--- config.mk ---
export PLATFORM = sky130hd
export DESIGN_NAME = alu_exec_unit
export DESIGN_NICKNAME = d
export VERILOG_FILES = /design/src/rtl/alu_exec_unit.sv
export SDC_FILE = /design/constraint.sdc
export NUM_CORES = 1
export LEC_CHECK = 0
export CORE_MARGIN = 2
export CORE_UTILIZATION = 30
export CTS_CLUSTER_SIZE = 40
export DETAILED_ROUTE_END_ITERATION = 16
export MAX_ROUTING_LAYER = met4
export PLACE_DENSITY = 0.5
export SLEW_MARGIN = 40
export SYNTH_ARGS = -nofsm -noshare
export SYNTH_HDL_FRONTEND = slang
export SYNTH_SLANG_ARGS = --single-unit
--- constraint.sdc ---
create_clock -name clk -period 6.5 [get_ports clk]
set_clock_uncertainty 0.05 [all_clocks]
set_input_delay 0.975 -clock clk [delete_from_list [all_inputs] [get_ports clk]]
set_output_delay 0.975 -clock clk [all_outputs]
set_load 0.05 [all_outputs]
--- src/rtl/alu_exec_unit.sv ---
// Execute unit: single-cycle ALU ops plus bit-serial shifts (one position per cycle).
// Valid/ready on both sides; flush aborts any in-flight or held operation.
module alu_exec_unit #(
  parameter int WIDTH   = 32,
  parameter int SHAMT_W = 5
) (
  input  logic               clk,
  input  logic               reset,
  input  logic               flush,
  input  logic               in_valid,
  output logic               in_ready,
  input  logic [3:0]         ALUCode,
  input  logic [WIDTH-1:0]   A,
  input  logic [WIDTH-1:0]   B,
  output logic               out_valid,
  input  logic               out_ready,
  output logic [WIDTH-1:0]   result,
  output logic               zero,
  output logic               busy
);

  typedef enum logic [1:0] {IDLE, SHIFT, DONE} state_t;

  state_t               state, state_nxt;
  logic [SHAMT_W-1:0]   count;
  logic [1:0]           shift_op;
  logic [SHAMT_W-1:0]   shamt;
  logic                 is_shift;
  logic                 accept;
  logic                 slt, sltu;
  logic [WIDTH-1:0]     alu_res;
  logic [WIDTH-1:0]     shift_res;

  assign shamt     = B[SHAMT_W-1:0];
  assign is_shift  = (ALUCode == 4'd6) || (ALUCode == 4'd7) || (ALUCode == 4'd8);
  assign in_ready  = (state == IDLE);
  assign out_valid = (state == DONE);
  assign busy      = (state != IDLE);
  assign zero      = (result == '0);
  assign accept    = in_valid && in_ready && !flush;
  assign slt       = $signed(A) < $signed(B);
  assign sltu      = A < B;

  // Shift codes only reach this path with shamt==0, where the result is A.
  always_comb begin
    alu_res = '0;
    case (ALUCode)
      4'd0:                 alu_res = A + B;
      4'd1:                 alu_res = A - B;
      4'd3:                 alu_res = A & B;
      4'd4:                 alu_res = A ^ B;
      4'd5:                 alu_res = A | B;
      4'd6, 4'd7, 4'd8:     alu_res = A;
      4'd9:                 alu_res = {{(WIDTH-1){1'b0}}, slt};
      4'd10:                alu_res = {{(WIDTH-1){1'b0}}, sltu};
      default:              alu_res = '0;
    endcase
  end

  always_comb begin
    shift_res = result;
    case (shift_op)
      2'd0:    shift_res = {result[WIDTH-2:0], 1'b0};
      2'd1:    shift_res = {1'b0, result[WIDTH-1:1]};
      default: shift_res = {result[WIDTH-1], result[WIDTH-1:1]};
    endcase
  end

  always_ff @(posedge clk or posedge reset) begin
    if (reset) state <= IDLE;
    else       state <= state_nxt;
  end

  always_comb begin
    state_nxt = state;
    if (flush) begin
      state_nxt = IDLE;
    end else begin
      case (state)
        IDLE:    if (in_valid) state_nxt = (is_shift && shamt != '0) ? SHIFT : DONE;
        SHIFT:   if (count == SHAMT_W'(1)) state_nxt = DONE;
        DONE:    if (out_ready) state_nxt = IDLE;
        default: state_nxt = IDLE;
      endcase
    end
  end

  always_ff @(posedge clk or posedge reset) begin
    if (reset) begin
      result   <= '0;
      count    <= '0;
      shift_op <= 2'd0;
    end else if (flush) begin
      count    <= '0;
    end else if (accept) begin
      if (is_shift && shamt != '0) begin
        result   <= A;
        count    <= shamt;
        shift_op <= (ALUCode == 4'd6) ? 2'd0 : (ALUCode == 4'd7) ? 2'd1 : 2'd2;
      end else begin
        result   <= alu_res;
      end
    end else if (state == SHIFT) begin
      result <= shift_res;
      count  <= count - SHAMT_W'(1);
    end
  end

endmodule

### Gate families picked out, run 1

(1.5 px per um)
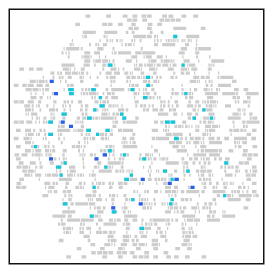
color	family	cells	most used
cyan	AND-OR and OR-AND gates	52	a21o_1
blue	XOR/XNOR gates	13	xnor2_1
Comb/total area: 67.3%
tally of non-filler cells in the final layout: 1550
most numerous logic cell after layout: sky130_fd_sc_hd__a21oi_1

### A small window of the routed layout, run 1

Window x 114 to 139, y 114 to 139 um. Cells in gray, sequential cells in the stronger gray; small squares are vias.
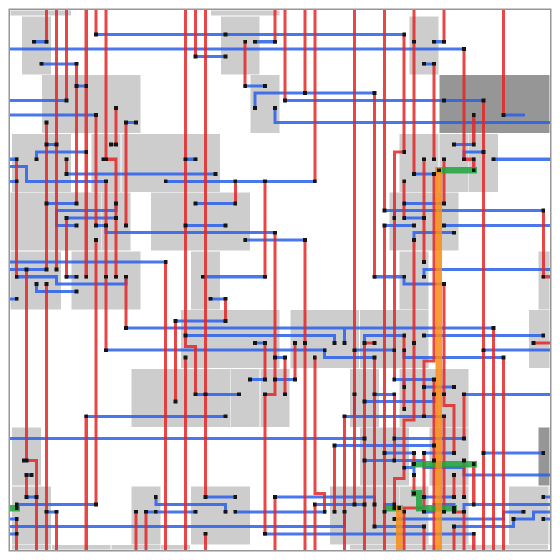
color	layer
blue	metal 1
orange	metal 4
green	metal 3
red	metal 2
sequential cells in the window	1
netlist names of flops here include	result (1)
cells with their middle in the window	40
most frequent	nand2_1 (8), ha_1 (6)

### Track usage over the die, run 1

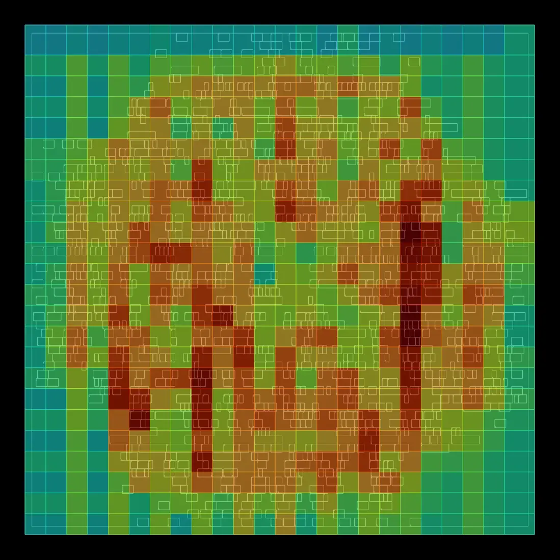
met3 usage: 2.45%
routing usage on met1: 31.8%
Avg WL per Cell: 21.8 um
met2 routing resource usage after global routing: 38.0%
total global-route track usage: 23.8%

==> summary.txt, run 1 <==
Summary of implementation figures.

Run status
The flow ran to the end, and the final reports show no timing, DRC or antenna violations.

Layout
The post-layout net count is 1399. The share of layout cells above drive strength 1 is 5.29%. The filler cell count in the final layout is 2875. The area used by multi-input combinational logic is 6480 um2. For this run, the script counts the antenna cells in the layout as 0. In the layout the commonest cells are sky130_fd_sc_hd__a21oi_1, sky130_fd_sc_hd__nand2_1, sky130_fd_sc_hd__ha_1.

The finished layout cell area is 9630 um2. The finished layout reports a core utilization of 35.9%. From synthesis to final layout, the design area changed by 18.4%. The register area is 1030 um2.

Worst setup path
STA classifies the critical path endpoint as a flop. The highest fanout seen on the critical path is 11. For reference, the critical path is launched at A[10]. For reference, the most critical setup path is categorized as in2reg. The required time reported for the critical path endpoint is 6.68 ns. The data arrival time reported for the critical path is 4.68 ns. The worst setup path is launched from an input port.

The worst-case reg-to-reg setup slack stands at 3.12 ns. Per the timing report, the most critical flop-to-flop path originates at state[0].

Pwr
The highest supply drop recorded on VDD is 0.000120 V. In this run the static leakage power is 4.01 nW. Overall power consumption after layout is estimated at 2.11 mW.

The report lists the power per cell area as 219 nW/um2.

Timing
The final tally of max-slew violations is 0. For the final routed database, the setup TNS stands at 0 ns. The smallest setup slack after layout is 2.00 ns. The tightest hold path in the finished design has a slack of 0.478 ns. The transition at the pin with the smallest max-transition slack is 0.841 ns.

Setup repair after global routing left no endpoint under its margin. Of the available clock period, the critical path in the final layout requires 69.3%. The final timing report derives a shortest allowable period of 4.50 ns. In this run the tightest slew margin relative to its limit is 43.8%. The flow reports an fmax of 0.222 GHz. Setup violations remaining at the end of the flow were counted as 0. The number of endpoints with negative hold slack in the final report is 0.

Die
The die outline height is 169 um. After floorplanning, the die was sized to cover 28400 um2. The floorplan step records an initial core utilization of 30.3%. The area of the core region is 26800 um2. The count of pins on the block boundary is 109. The width of the chip is 169 um.

After floorplanning, the core was divided into 60 placement rows.

Clocking
The number of setup buffers added after CTS is 0. At the later pin of the worst-skew pair, clock insertion delay measures 0.31 ns. For this design, the CTS-stage hold fixing added 0 buffers.

The clock-pin slew on the worst setup and hold paths is 0.07 ns. The clock passes through at most 2 buffers. The number of clock buffers inserted by TritonCTS is 5. Per the CTS log, the maximum H-tree level is 2. The number of clock sinks came to 41. The post-cts repair resize count is 0. TritonCTS built the clock tree. Clock tree synthesis selected as its root buffer the cell sky130_fd_sc_hd__clkbuf_16.

Placed design
Setup slack on the worst path after placement came out at 1.83 ns. The global placement routability congestion is 0.936. Input and output buffers added on the ports amount to 108. The placed wire-length estimate is 25100 um. The number of placed instances, taps included, is 1543. The placed standard-cell area is 9480 um2.

Synthesis
Summing all multiplexer cells gives an area fraction of 1.72%. The synthesized netlist net count is 1342. The synthesized design spends more area on one cell type than any other, namely sky130_fd_sc_hd__ha_1. After synthesis, the largest family of logic cells by area is AND-OR/OR-AND gates. Counting flops with an async set or reset pin after synthesis yields a share of 100%. The xor-xnor portion of the synthesized cell area is 1.40%. Sorting the synthesized cells by area gives the leading types as sky130_fd_sc_hd__ha_1, sky130_fd_sc_hd__dfrtp_1, sky130_fd_sc_hd__a21oi_1. The main flop type after synthesis is sky130_fd_sc_hd__dfrtp_1. After Yosys synthesis, full adders, half adders and majority gates account for 18.2% of the synthesized area.

The simple-gate share of the synthesized area is 20.9%. The yosys stat cell total is 1152. The Yosys step of the flow raised 0 warnings.

The number of enable flip-flop cells is 0. In this run, the synthesized area fraction spent on AND-OR/OR-AND gates is recorded as 36.9%. The summed instance area of the synthesized netlist is 8130 um2. Each instance of the synthesized netlist takes up on average 7.06 um2. Per the synthesis report, the number of distinct cell types is 80. After synthesis, the chip area reported by Yosys is 8130 um2.

The sequential cell area fraction in the yosys report is 12.6%. The area share of the largest cell type after synthesis is 17.7%. The number of cells produced by synthesis is 1152. Looking at the gate-level netlist, the highest instance count belongs to sky130_fd_sc_hd__a21oi_1. For reference, the top cells by count after synthesis are sky130_fd_sc_hd__a21oi_1, sky130_fd_sc_hd__nand2_1, sky130_fd_sc_hd__ha_1. The post-synth register bit count is 41.

Job
Per the run summary, max-cap violations total 0. The stage logs contain a warning count of 108.

Min path
The launch instance of the worst min-delay path is shift_op[0]. The kind of path behind the tightest hold check is reg2reg.

Global route
The first global-routing pass estimated 51900 um of wire. The overflow left after global routing is 0. The number of antenna violations at the first check in global routing is 0. The via count of the first global-routing pass is 8876. The largest net degree at the start of global routing is 42.

Route
After detailed routing, the total wire length is 33700 um. The routed layout reports a DRC error count of 0. Per the detail_route report, the via count comes to 9185. Using the TritonRoute via totals, the vias-per-cell ratio works out to 5.93. In this run the remaining antenna-violating nets after routing total 0. The iteration count of the initial detailed-routing pass is 6.

Detailed-route iteration 0 reported a violation count of 848.
-- run 1: sequential cells by signal (all words and copies together) (netlist names) --
name	count
count	5
result	32
state	2
shift_op	2
-- run 1: layer usage --
layer	global-route usage, %	share of wire [%]
met1	31.8	47
met2	38.0	46
met3	2.45	5.4
met4	7.20	2.5
met5	-	0
-- run 1: final cells by class --
cell class,instances,area share (%)
clock buffer,7,1.48
inverter,98,3.82
multi-input combinational,941,67.3
sequential,41,10.7
tap,341,4.43
timing repair buffer,122,12.3
-- run 1: final timing paths --
| path | to | cells past startpoint |
|---|---|---|
| min in group asynchronous | state[1] | 3 |
| worst max register to register | result[9] | 9 |
| max in group asynchronous | result[8] | 3 |
| worst max-delay path | result[31] | 12 |
| worst min-delay path | shift_op[0] | 2 |
| worst min register to register | shift_op[0] | 2 |
-- run 1: power by group --
part / internal (mW) / switching [mW]
Sequential: 0.341 / 0.156
Clock: 0.152 / 0.128
Combinational: 0.471 / 0.859
Total: 0.964 / 1.14
-- run 1: worst max-delay path, stage by stage --
cell and delay [ns]:
sky130_fd_sc_hd__clkdlybuf4s50_1 0.61, sky130_fd_sc_hd__inv_1 0.08, sky130_fd_sc_hd__ha_1 0.49, sky130_fd_sc_hd__and3_1 0.33, sky130_fd_sc_hd__nand3_1 0.10, sky130_fd_sc_hd__a21oi_1 0.41, sky130_fd_sc_hd__nor4b_2 0.16, sky130_fd_sc_hd__o31ai_1 0.58
sky130_fd_sc_hd__nor4b_1 0.50, sky130_fd_sc_hd__or4_1 0.19, sky130_fd_sc_hd__nand3_1 0.08, sky130_fd_sc_hd__a31oi_1 0.17
### Sequential cells colored by netlist name, run 1

(3 px per um) Other sequential cells in the stronger gray, the rest of the logic in the fainter gray.
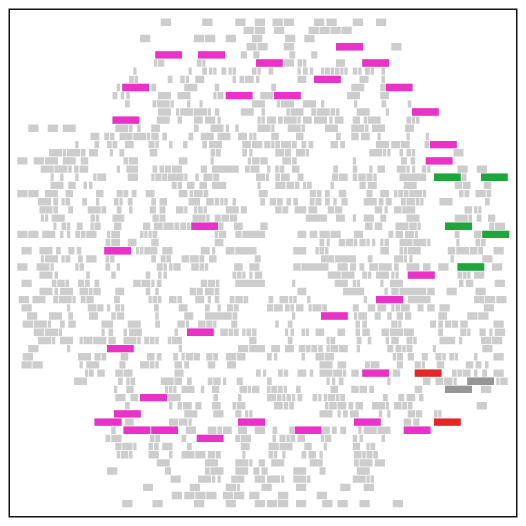

==> run 1 -> run 2 <==
PLACE_DENSITY = 0.52   (was 0.5)
clock period = 3.8 ns   (was 6.5 ns; I/O delays follow)
### Sequential cells colored by netlist name, run 2

(3 px per um) Other sequential cells in the stronger gray, the rest of the logic in the fainter gray.
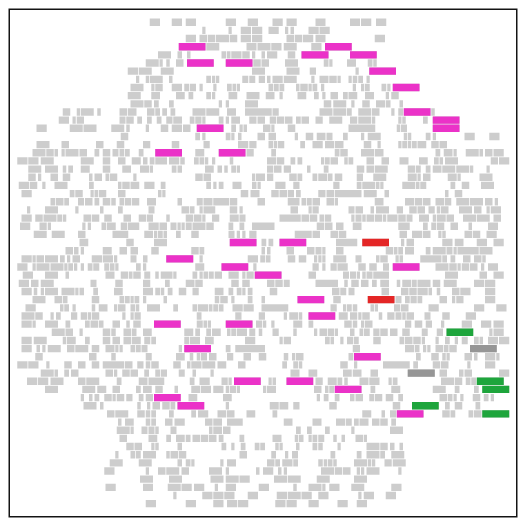
color	netlist name	placed flops
magenta	result	32
red	shift_op	2
green	count	5

### Gate families picked out, run 2

(1.5 px per um)
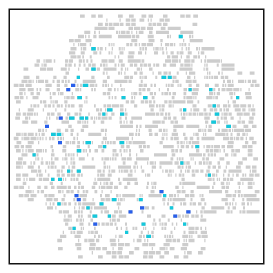
color	family	cells	most used
blue	XOR/XNOR gates	13	xnor2_1
cyan	AND-OR and OR-AND gates	52	a21o_1
tally of non-filler cells in the final layout: 1733
Comb/total area: 58.9%
most numerous logic cell after layout: sky130_fd_sc_hd__buf_4

==> run 2 against run 1 <==
Compared with the run above: synthesized area is the same; hold slack better by 0.0018 ns; largest power group unchanged; global-route usage grew 1.9 points; core utilization rose by 5.2 points; routed wire length rose by 7.0%; clock-buffer cell count down 1; largest cell class unchanged.
==> summary.txt, run 2 <==
Summary of implementation figures.

Worst setup path
The number of buffers and inverters on the critical path is 3 (was 2). The highest fanout seen on the critical path is 4 (was 11). The data arrival at the endpoint of the critical path is 3.79 ns (was 4.68 ns).

The largest stage delay on the critical path is 0.48 ns (was 0.61 ns). The capture point of the worst reg-to-reg path is result[30] (was result[9]). The critical path start-end classification is in2reg (unchanged).

Cell-by-cell trace of the critical path: clkdlybuf4s50_1, inv_1, ha_1, fa_1, o21ba_1, or4_4, a21oi_4, o31ai_2, a211oi_2, buf_4, o31a_1, nand2_1, a311oi_1, nor3_1 (was clkdlybuf4s50_1, inv_1, ha_1, and3_1, nand3_1, a21oi_1, nor4b_2, o31ai_1, nor4b_1, or4_1, nand3_1, a31oi_1). The family of cells with the greatest summed delay on the critical path is AND-OR/OR-AND gates (was simple AND/OR/NAND/NOR gates). The startpoint type of the worst setup path is an input port (unchanged). The path depth of the worst reg2reg path is 9 (unchanged). The type of destination of the critical path was a flop (unchanged). The launching point of the worst reg2reg path is state[0] (unchanged). The critical path's slowest cell is sky130_fd_sc_hd__clkdlybuf4s50_1 (unchanged). The required time reported for the critical path endpoint came to 3.95 ns (was 6.68 ns). The reg2reg setup slack is 1.13 ns (was 3.12 ns).

Layout
The post-layout net count is 1581 (was 1399). Largest registers: result: 32 flops, count: 5 flops (unchanged). Most instantiated logic cells after routing: sky130_fd_sc_hd__buf_4, sky130_fd_sc_hd__a21oi_1, sky130_fd_sc_hd__nand2_1 (was sky130_fd_sc_hd__a21oi_1, sky130_fd_sc_hd__nand2_1, sky130_fd_sc_hd__ha_1).

The register area was 1030 um2 (unchanged). The register with the highest flop count is result (unchanged). The area growth from synthesis to layout is 35.6% (was 18.4%). The finished layout cell area was 11000 um2 (was 9630 um2).

The number of antenna cells inserted is 0 (unchanged). The share of layout cells above drive strength 1 is 17.7% (was 5.29%). The area used by multi-input combinational logic is 6500 um2 (was 6480 um2).

The number of flip-flops in the largest register is 32 (unchanged). The filler cell count in the final layout is 2787 (was 2875).

Clocking
The root buffer cell is sky130_fd_sc_hd__clkbuf_16 (unchanged). The clock tree buffer depth came to 2 (unchanged). The clock latency on the worst-skew pair is 0.31 ns (about the same).

The number of clock sinks came to 41 (unchanged). The clock-pin slew on the worst setup and hold paths is 0.08 ns (was 0.07 ns). The post-cts repair resize count is 0 (unchanged). The number of setup buffers added after CTS came to 0 (unchanged). The maximum level of the CTS H-tree was 2 (unchanged). The number of clock buffers inserted by TritonCTS was 5 (unchanged). The count of hold-fix buffers inserted at cts is 0 (unchanged).

The TritonCTS clock tree was done (unchanged).

Synthesis
The prevailing logic family in the synthesized netlist was AND-OR/OR-AND gates (unchanged). The share of synthesized cell area in and-or and or-and compound cells is 36.9% (unchanged). The summed instance area of the synthesized netlist is 8130 um2 (unchanged). The number of distinct standard cells referenced by the synthesized netlist is 80 (unchanged).

The area fraction in full adders, half adders and majority gates is 18.2% (unchanged). The area share of the largest cell type after synthesis is 17.7% (unchanged). The largest area contributor in the netlist is sky130_fd_sc_hd__ha_1 (unchanged).

The synthesized netlist net count is 1342 (unchanged). The post-synthesis async set-or-reset flop share is 100% (unchanged). The sequential cell area fraction in the yosys report is 12.6% (unchanged). The xor-xnor portion of the synthesized cell area is 1.40% (unchanged).

The number of enable flip-flop cells came to 0 (unchanged). The number of warnings issued by yosys is 0 (unchanged). The simple-gate share of the synthesized area was 20.9% (unchanged). The multiplexer share of the synthesized area came to 1.72% (unchanged). The yosys stat cell total is 1152 (unchanged). The flop and latch count out of synthesis came to 41 (unchanged). Post-synth area hogs: sky130_fd_sc_hd__ha_1, sky130_fd_sc_hd__dfrtp_1, sky130_fd_sc_hd__a21oi_1 (unchanged).

The main flop type after synthesis is sky130_fd_sc_hd__dfrtp_1 (unchanged). The top cell type by instance count after synthesis is sky130_fd_sc_hd__a21oi_1 (unchanged). The synthesized area per cell is 7.06 um2 (unchanged). Top cell types by occurrence after synthesis: sky130_fd_sc_hd__a21oi_1, sky130_fd_sc_hd__nand2_1, sky130_fd_sc_hd__ha_1 (unchanged). The chip area in the Yosys report is 8130 um2 (unchanged). The number of cells produced by synthesis came to 1152 (unchanged).

Placed design
The worst setup slack after placement is -0.184 ns (was 1.83 ns). The placed wire-length estimate was 28400 um (was 25100 um). The total of buffers placed on input and output ports is 108 (unchanged). The placed cell count is 1725 (was 1543).

The global placement routability congestion is 0.961 (was 0.936). The placed standard-cell area was 10800 um2 (was 9480 um2).

Job
The number of warnings in the stage logs is 109 (was 108). The max-cap check violation count is 0 (unchanged).

Pwr
The power density normalized to cell area was 346 nW/um2 (was 219 nW/um2). The total leakage power came to 4.90 nW (was 4.01 nW). The maximum VDD drop was 0.000208 V (was 0.000120 V).

The final total power is 3.81 mW (was 2.11 mW).

Route
The number of design rule violations left after detail routing was 0 (unchanged). The iteration count of the initial detailed-routing pass was 5 (was 6). The detail-routed via count per cell came to 5.70 (was 5.93). The number of DRC violations after detailed-routing iteration 0 is 984 (was 848).

The number of vias after detailed routing is 9885 (was 9185). The remaining antenna violation count came to 0 (unchanged). The total routed wirelength is 36100 um (was 33700 um).

Die
The count of pins on the block boundary is 109 (unchanged). The total number of placement rows came to 60 (unchanged). The area of the core region is 26800 um2 (unchanged). The width of the chip was 169 um (unchanged). The chip area was 28400 um2 (unchanged). The die outline height was 169 um (unchanged). The initial standard-cell utilization of the core was 30.3% (unchanged).

Timing
The final tally of max-slew violations is 0 (unchanged). The transition at the pin with the smallest max-transition slack is 0.768 ns (was 0.841 ns). Setup repair after global routing missed its margin: yes (was no). The number of endpoints with negative hold slack in the final report is 0 (unchanged). The part of the cycle the worst path needs is 95.6%.

The time the final worst path needs with I/O delays and setup is 3.63 ns. The smallest setup slack after layout is 0.165 ns (was 2.00 ns). The maximum clock rate is 0.275 GHz.

The final setup violation count was 0 (unchanged). The relative slew slack is 48.7% (was 43.8%).

Global route
The overflow left after global routing came to 0 (unchanged). The via count of the first global-routing pass is 9640 (was 8876). The wire length of the first global-routing pass came to 55700 um (was 51900 um). The all-layer global routing usage was 25.7% (was 23.8%).

The largest net degree at the start of global routing is 39 (was 42). The number of antenna violations at the first check in global routing is 0 (unchanged).

Run status
Result of the run: complete, no violations (unchanged).

Min path
The number of cells traversed by the worst hold path is 2 (unchanged). The launch instance of the worst min-delay path is shift_op[0] (unchanged). The worst-case hold path end point is shift_op[0] (unchanged). The kind of path behind the tightest hold check is reg2reg (unchanged).
### Track usage over the die, run 2

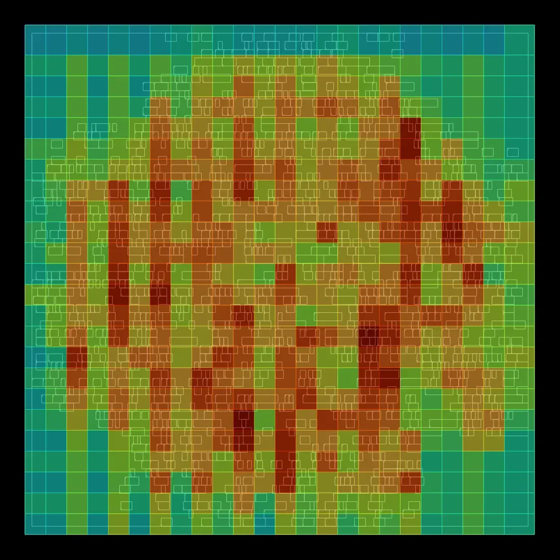
met3 usage: 2.27%
met2 routing resource usage after global routing: 41.3%
Avg WL per Cell: 20.8 um
routing usage on met1: 34.6%

run 2: worst max-delay path by stage:
stage | from | to | cells past startpoint
after floorplan | A[0] | result[24] | 12
after global placement | A[1] | result[17] | 13
after detailed placement | A[0] | result[26] | 14
after CTS | A[0] | result[26] | 14
after global routing | A[1] | result[26] | 16
final | A[0] | result[28] | 14
run 2: report_power, final:
part / leakage (nW) / switching, mW / internal (mW) / total (mW)
combinational: 4.33 / 1.51 / 0.973 / 2.48
clock: 0.0631 / 0.225 / 0.245 / 0.470
sequential: 0.511 / 0.282 / 0.583 / 0.865
total: 4.90 / 2.01 / 1.80 / 3.81
run 2: cell families (layout without fill, tap and decap cells):
family | count (synthesis) | count (layout)
AOI/OAI and AO/OA | 438 | 438
and+or+nand+nor | 359 | 359
buffers and inverters | 170 | 410
adders and majority gates | 117 | 117
DFF | 41 | 41
muxes | 14 | 14
xor gates and xnor gates | 13 | 13
run 2: per-layer routing:
metal  wire (um)  GRT usage, %  part of all wire, %  vias up
li1            -             -                    -     4704
met1       16700          34.6                   46     4742
met3        2030          2.27                  5.6       53
met4         822          7.68                  2.3        0
met5           0             -                    0        -
met2       16600          41.3                   46      386
run 2: layout make-up:
cell class / instances / area share [%]
Tap cell: 341 / 3.87
Inverter: 98 / 3.34
Sequential cell: 41 / 9.30
Clock inverter: 2 / 0.136
Clock buffer: 6 / 1.17
Timing Repair Buffer: 304 / 23.3
Multi-Input combinational cell: 941 / 58.9
run 2: stage by stage:
step	setup TNS, ns	hold WS, ns	utilization, %
2_1_floorplan	0	0.404	-
3_3_place_gp	-1.31	0.462	40.5
3_5_place_dp	-1.60	0.460	40.5
4_1_cts	0	0.476	41.0
5_1_grt	-0.00832	0.530	41.1
6_report	0	0.480	41.1
### A small window of the routed layout, run 2

Window x 114 to 139, y 114 to 139 um. Cells in gray, sequential cells in the stronger gray; small squares are vias.
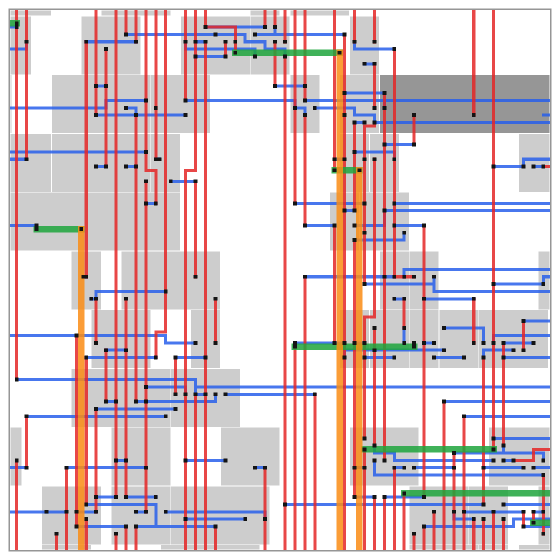

==> run 2 -> run 3 <==
--- a/config.mk
+++ b/config.mk
@@ -6,4 +6,5 @@
 export NUM_CORES = 1
 export LEC_CHECK = 0
+export CAP_MARGIN = 0
 export CORE_MARGIN = 2
 export CORE_UTILIZATION = 30
@@ -12,4 +13,5 @@
 export MAX_ROUTING_LAYER = met4
 export PLACE_DENSITY = 0.52
+export SETUP_SLACK_MARGIN = 0.4
 export SLEW_MARGIN = 40
 export SYNTH_ARGS = -nofsm -noshare
--- a/constraint.sdc
+++ b/constraint.sdc
@@ -3,3 +3,3 @@
 set_input_delay 0.57 -clock clk [delete_from_list [all_inputs] [get_ports clk]]
 set_output_delay 0.57 -clock clk [all_outputs]
-set_load 0.05 [all_outputs]
+set_load 0.02 [all_outputs]
### A small window of the routed layout, run 3

Window x 114 to 139, y 114 to 139 um. Cells in gray, sequential cells in the stronger gray; small squares are vias.
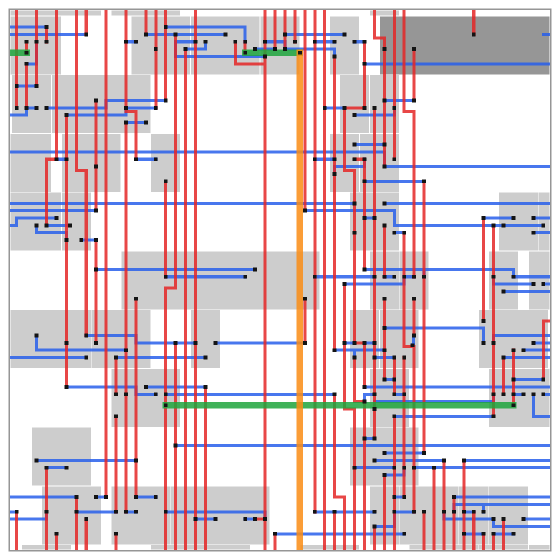
color	layer
red	metal 2
green	metal 3
blue	metal 1
orange	metal 4
cells with their middle in the window	42
most frequent	nand2_1 (7), a21oi_1 (5), a221oi_1 (5)
netlist names of flops here include	result (1)
sequential cells in the window	1

### Sequential cells colored by netlist name, run 3

(3 px per um) Other sequential cells in the stronger gray, the rest of the logic in the fainter gray.
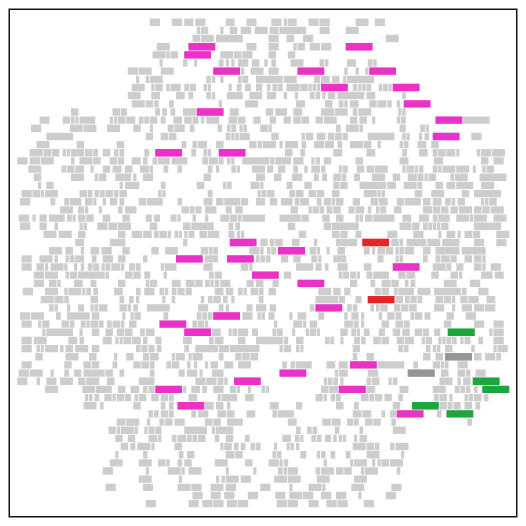
color	netlist name	placed flops
magenta	result	32
red	shift_op	2
green	count	5
not colored	2

==> run 3 against run 2 <==
Compared with the run above: sequential cell count stayed put; die size stayed put; final cell count is 0.35% higher; synthesized cell count stayed put; synthesized area stayed put; global-route usage is 0.21 points higher; critical path depth is 1 higher; critical path type unchanged; largest power group unchanged.
==> summary.txt, run 3 <==
Summary of implementation figures.

Timing
The transition at the pin with the smallest max-transition slack is 0.657 ns (was 0.768 ns). The number of endpoints with negative hold slack in the final report came to 0 (unchanged). Setup repair after global routing missed its margin: yes (unchanged). The final setup violation count was 0 (unchanged).

The smallest setup slack after layout came to 0.492 ns (was 0.165 ns). The part of the cycle the worst path needs is 87.1% (was 95.6%). The final worst hold slack is 0.490 ns (was 0.480 ns). The final-layout setup total negative slack is 0 ns (unchanged).

The time the final worst path needs with I/O delays and setup is 3.31 ns (was 3.63 ns). The relative slew slack came to 55.8% (was 48.7%). The maximum clock rate is 0.302 GHz (was 0.275 GHz). The final tally of max-slew violations is 0 (unchanged).

Synthesis
The area share of the largest cell type after synthesis is 17.7% (unchanged). The top cell type by instance count after synthesis is sky130_fd_sc_hd__a21oi_1 (unchanged). The flop and latch count out of synthesis is 41 (unchanged). Top cell types by occurrence after synthesis: sky130_fd_sc_hd__a21oi_1, sky130_fd_sc_hd__nand2_1, sky130_fd_sc_hd__ha_1 (unchanged). The number of enable flip-flop cells was 0 (unchanged). The number of cells produced by synthesis is 1152 (unchanged). The summed instance area of the synthesized netlist was 8130 um2 (unchanged). The chip area in the Yosys report is 8130 um2 (unchanged). The number of distinct standard cells referenced by the synthesized netlist was 80 (unchanged).

Post-synth area hogs: sky130_fd_sc_hd__ha_1, sky130_fd_sc_hd__dfrtp_1, sky130_fd_sc_hd__a21oi_1 (unchanged). The synthesized area per cell was 7.06 um2 (unchanged). The yosys stat cell total came to 1152 (unchanged). The post-synthesis async set-or-reset flop share came to 100% (unchanged). The synthesized netlist net count is 1342 (unchanged).

The sequential cell area fraction in the yosys report is 12.6% (unchanged). The main flop type after synthesis is sky130_fd_sc_hd__dfrtp_1 (unchanged). The largest area contributor in the netlist is sky130_fd_sc_hd__ha_1 (unchanged). The number of warnings issued by yosys was 0 (unchanged).

Job
The max-cap check violation count came to 0 (unchanged). The number of warnings in the stage logs is 110 (was 109).

Layout
The register with the highest flop count is result (unchanged). The post-layout net count is 1587 (was 1581). The number of antenna cells inserted is 0 (unchanged). The register area came to 1030 um2 (unchanged). Largest registers: result: 32 flops, count: 5 flops (unchanged). The top logic cell by instance count in the layout was sky130_fd_sc_hd__buf_4 (unchanged). The share of layout cells above drive strength 1 is 23.4% (was 17.7%). The filler cell count in the final layout is 2758 (was 2787). Most instantiated logic cells after routing: sky130_fd_sc_hd__buf_4, sky130_fd_sc_hd__nand2_1, sky130_fd_sc_hd__a21oi_1 (was sky130_fd_sc_hd__buf_4, sky130_fd_sc_hd__a21oi_1, sky130_fd_sc_hd__nand2_1).

The number of flip-flops in the largest register is 32 (unchanged). The area growth from synthesis to layout is 42.1% (was 35.6%). The area used by multi-input combinational logic is 6960 um2 (was 6500 um2).

Pwr
The internal power of the cells came to 1.85 mW (was 1.80 mW). The clock network power share is 13.0% (was 12.3%). The fraction of power consumed by combinational cells is 62.9% (was 65.0%). The proportion of power drawn by flip-flops and latches was 24.0% (was 22.7%).

The total leakage power is 5.07 nW (was 4.90 nW). The switching share of power is 48.5% (was 52.8%). The maximum VDD drop came to 0.000167 V (was 0.000208 V).

The switching component of the power is 1.74 mW (was 2.01 mW). The power density normalized to cell area was 311 nW/um2 (was 346 nW/um2).

Worst setup path
The highest fanout seen on the critical path is 6 (was 4). The capture point of the worst reg-to-reg path was result[24] (was result[30]). The startpoint of the worst setup timing path is B[16] (was A[0]). The most repeated library cell on the critical path is sky130_fd_sc_hd__buf_4. The required time reported for the critical path endpoint is 3.96 ns (was 3.95 ns). The path depth of the worst reg2reg path is 9 (unchanged). The reg2reg setup slack was 1.23 ns (was 1.13 ns).

The launching point of the worst reg2reg path was state[0] (unchanged). The critical path start-end classification is in2reg (unchanged). The data arrival at the endpoint of the critical path is 3.46 ns (was 3.79 ns). Cell-by-cell trace of the critical path: clkdlybuf4s50_1, inv_1, ha_2, inv_1, a21oi_1, o31ai_1, buf_4, buf_4, a211oi_4, buf_4, nand2_2, mux2i_1, or4_1, o21ai_2, o21ai_2 (was clkdlybuf4s50_1, inv_1, ha_1, fa_1, o21ba_1, or4_4, a21oi_4, o31ai_2, a211oi_2, buf_4, o31a_1, nand2_1, a311oi_1, nor3_1). The number of buffers and inverters on the critical path is 6 (was 3). The startpoint type of the worst setup path is an input port (unchanged). The type of destination of the critical path is a flop (unchanged).

The largest stage delay on the critical path is 0.49 ns (was 0.48 ns). The family of cells with the greatest summed delay on the critical path is buffers and inverters (was AND-OR/OR-AND gates). The critical path's slowest cell is sky130_fd_sc_hd__or4_1 (was sky130_fd_sc_hd__clkdlybuf4s50_1).

Clocking
The root buffer cell is sky130_fd_sc_hd__clkbuf_16 (unchanged). The clock latency on the worst-skew pair is 0.31 ns (about the same). The TritonCTS clock tree is done (unchanged). The number of clock sinks is 41 (unchanged).

The clock tree buffer depth was 2 (unchanged). The maximum level of the CTS H-tree is 2 (unchanged). The number of clock buffers inserted by TritonCTS is 5 (unchanged). The clock-pin slew on the worst setup and hold paths is 0.08 ns (about the same).

Die
The width of the chip is 169 um (unchanged). The die outline height is 169 um (unchanged). The count of pins on the block boundary is 109 (unchanged).

The total number of placement rows is 60 (unchanged). The initial standard-cell utilization of the core is 30.3% (unchanged). The area of the core region was 26800 um2 (unchanged). The chip area was 28400 um2 (unchanged).

Global route
The all-layer global routing usage came to 25.9% (was 25.7%). The wire length of the first global-routing pass is 56200 um (was 55700 um). The busiest layer in global routing is met2 (unchanged). The largest net degree at the start of global routing is 39 (unchanged). The met3 layer usage reported by global route came to 2.64% (was 2.27%).

The met2 demand-to-capacity share in global routing is 42.0% (was 41.3%). The overflow left after global routing is 0 (unchanged). The via count of the first global-routing pass is 9640 (unchanged). The number of antenna violations at the first check in global routing is 0 (unchanged).

Placed design
The global placement routability congestion is 0.959 (was 0.961). The total of buffers placed on input and output ports was 108 (unchanged). The placed wire-length estimate is 28500 um (was 28400 um). The worst setup slack after placement is -0.184 ns (about the same).

Route
The top layer reached by signal wires is met4 (unchanged). The wire length per cell after detailed routing came to 21.0 um (was 20.8 um). The number of DRC violations after detailed-routing iteration 0 is 877 (was 984).

The met1 routed wirelength after detailed routing is 16600 um (was 16700 um). The routed length on met2 is 16900 um (was 16600 um). The remaining antenna violation count is 0 (unchanged). The iteration count of the initial detailed-routing pass was 5 (unchanged). The number of design rule violations left after detail routing is 0 (unchanged). The detail-routed via count per cell was 5.68 (was 5.70). The routed wire length on met3 was 2320 um (was 2030 um).

Min path
The kind of path behind the tightest hold check is reg2reg (unchanged). The worst-case hold path end point was shift_op[0] (unchanged). The number of cells traversed by the worst hold path is 2 (unchanged).

The launch instance of the worst min-delay path is shift_op[0] (unchanged).

Run status
Result of the run: complete, no violations (unchanged).
### Metal 1, run 3

(1.5 px per um)
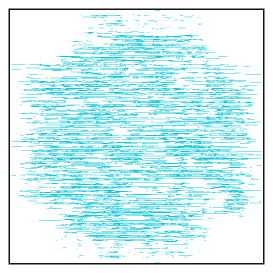
wire length on this layer	16600 um
share of all routed wire	45%
nets with wire on the layer	1400
longest straight run	41.9 um
number of vias in the routed layout: 9877
routing usage on met1: 35.1%
detailed-route wire length: 36600 um

run 3: logic make-up (layout without fill, tap and decap cells):
| kind of cell | Yosys count | in the layout | share of synthesized area [%] |
|---|---|---|---|
| flops | 41 | 41 | 12.6 |
| mux | 14 | 14 | 1.72 |
| fa+ha+maj | 117 | 117 | 18.2 |
| xor+xnor | 13 | 13 | 1.40 |
| simple gates | 359 | 359 | 20.9 |
| compound gates | 438 | 438 | 36.9 |
| buf+inv | 170 | 416 | 8.29 |
run 3: per-stage QoR:
step                      instance area [um2]  total power, mW  util (%)  std cells
final                                   11600             3.60      43.1       1739
after detailed placement                10800             2.99      40.5       1724
after floorplan                          8130             1.95         -       1152
after CTS                               11200             3.51      41.8       1737
after global placement                  10800             2.99      40.4       1724
after global routing                    11600             3.82      43.1       1739
run 3: repair_timing:
action | CTS | global route
setup buffers | 5 | 2
pin swaps | 25 | 22
resized | 49 | 80
hold buffers | 0 | 0
endpoints found under the setup margin | 20 | 23
run 3: worst max path at each step:
| stage | endpoint | slack (ns) | cells after the start |
|---|---|---|---|
| after floorplan | result[24] | 0.56 | 12 |
| after global placement | result[17] | -0.20 | 13 |
| after detailed placement | result[17] | -0.18 | 13 |
| after CTS | result[17] | 0.33 | 15 |
| after global routing | result[17] | 0.34 | 13 |
| final | result[21] | 0.49 | 15 |
run 3: power by group through the flow:
stage	Clock [mW]	Combinational [mW]	Sequential, mW
floorplan	0	1.04	0.908
global placement	0	2.12	0.871
detailed placement	0	2.13	0.865
CTS	0.471	2.18	0.856
global route	0.490	2.45	0.877
finish	0.469	2.26	0.865
run 3: cell type report:
type	instances	area share, %
Clock inverter	2	0.130
Timing Repair Buffer	310	22.7
Tap cell	341	3.69
Inverter	98	3.19
Sequential cell	41	8.88
Clock buffer	6	1.12
Multi-Input combinational cell	941	60.2
No activity file was given, so power comes from the tool's default toggle rates.
